==> images/final_clocks.png <==
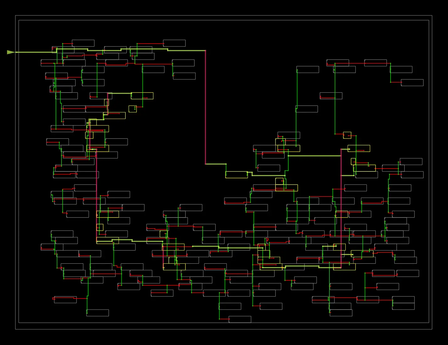
==> images/drive_strength.png <==
Scale: 1.5 px per um.
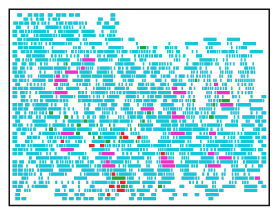
==> images/wire_density.png <==
Scale: 2 px per um. 34 x 26 tiles, from dark purple (low) to yellow (high), scaled to the fullest tile. Values are wire area over tile area, all layers added.
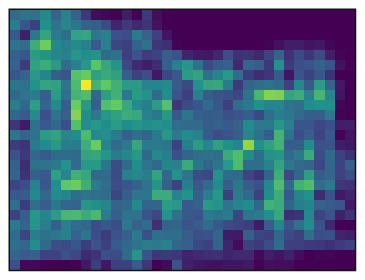
==> images/cell_classes.png <==
Scale: 3 px per um.
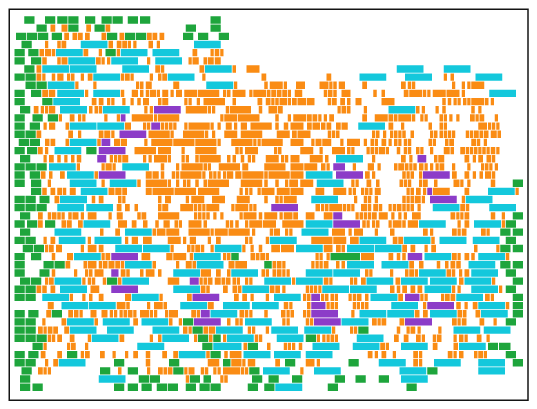
==> config.mk <==
export PLATFORM = sky130hd
export DESIGN_NAME = matrix2x2_rr_sched
export DESIGN_NICKNAME = d
export VERILOG_FILES = /design/src/rtl/matrix2x2_rr_sched.sv
export SDC_FILE = /design/constraint.sdc
export NUM_CORES = 1
export LEC_CHECK = 0
export ABC_AREA = 1
export ABC_CLOCK_PERIOD_IN_PS = 17000
export CAP_MARGIN = 10
export CORE_ASPECT_RATIO = 0.75
export CORE_UTILIZATION = 47
export CTS_BUF_LIST = sky130_fd_sc_hd__clkbuf_8 sky130_fd_sc_hd__clkbuf_16
export DETAILED_ROUTE_END_ITERATION = 12
export HOLD_SLACK_MARGIN = 0.05
export PLACE_DENSITY_LB_ADDON = 0.3
export SYNTH_ARGS = -nofsm -noshare
export SYNTH_HDL_FRONTEND = slang
export SYNTH_SLANG_ARGS = --single-unit
==> constraint.sdc <==
create_clock -name clk -period 17 [get_ports clk]
set_input_delay 4.25 -clock clk [delete_from_list [all_inputs] [get_ports clk]]
set_output_delay 4.25 -clock clk [all_outputs]
set_load 0.02 [all_outputs]
==> flow_summary.json <==
{
  "utilization_pct": 59.8,
  "max_freq_mhz": 93.9,
  "nWellTaps": 288,
  "ys_cells": 1334,
  "path_depth": 8,
  "worst-path-max-fanout": 66,
  "cts-root-buf": "clkbuf_16",
  "yosys-top-cells-count": "nand2_1, dfrtp_1, inv_1, o21ai_0, nor2_1",
  "hold_class": "reg2reg",
  "clock_area_share_pct": 4.45,
  "maxCapViolations": 0,
  "syn-cell-area_um2": 10200,
  "grt_pass1_wl_mm": 44.7,
  "cts_sinks": 156,
  "warnings": 29,
  "use_met3_pct": 5.46,
  "dp_slack_ps": 6340,
  "logic_gates": 964,
  "ys_ff": 156,
  "top_cell": "nand2_1",
  "num-nonclk-inverters": 163,
  "fp_util_pct": 48.2,
  "seq_area_um2": 3910,
  "dominant_cells": "logic gates",
  "status": "completed",
  "timing.final.crit_share_pct": 62.7,
  "ys_sh_mux_pct": 0,
  "antenna_left": 0,
  "logic_area_um2": 5490,
  "synth-xor-area-share_pct": 1.36,
  "grt_pass1_vias": 8971,
  "dp.cells": 1746,
  "io_pins": 171,
  "r2r_cells": 32,
  "worst_path_max_delay_cell": "clkdlybuf4s50_1",
  "dieArea_um2": 22400,
  "nClkBuffers": 20,
  "drt-pass1-iter-count": 5,
  "diodes": 0,
  "netlist_logic_family_top": "simple AND/OR/NAND/NOR gates",
  "arrival_ps": 6400,
  "crit_type": "in2out",
  "cts_tree": "built",
  "drcViolationCount": 0,
  "die_h_um": 130,
  "simple_gate_area_share_pct": 22.7,
  "wl_met1_mm": 13.0,
  "cts_buffers": 17,
  "lay_top_cells": "nand2_1, clkdlybuf4s50_1, dfrtp_1",
  "holdWs_ps": 471,
  "final_common_cell": "nand2_1",
  "syn_area_per_cell_um2": 7.67,
  "vias_per_cell": 5.25,
  "maxSlewViolCount": 0,
  "cts_resized": 0
}
## Picture notes: final_clocks.png
Worst Skew: 19.6 ps
Insertion Delay late pin: 440 ps

## Picture notes: drive_strength.png
[drive 1 or less] cyan | cells: 1417 | share: 95%
[drive 2] green | cells: 32 | share: 2.1%
[drive 3 to 4] red | cells: 13 | share: 0.87%
[drive 6 and up] magenta | cells: 29 | share: 1.9%
Signal buffers: 176
post-route design area: 12700 um2
post-route worst setup slack: 6350 ps
area grow syn2layout: 24.0%

## Picture notes: wire_density.png
tiles over half the peak: 16%
emptiest ninth of the die: upper right
mean over tiles: 0.19
Routed WL: 27.2 mm
GRT Total Usage: 25.7%
wire per inst: 15.3 um
Vias: 9336

## Picture notes: cell_classes.png
[clock drivers and dummy loads] purple | cells: 32
[all other logic] orange | cells: 1127
[other buffers and delay cells] green | cells: 176
[flip-flops] cyan | cells: 156
Rows: 46
Seq area share: 30.8%

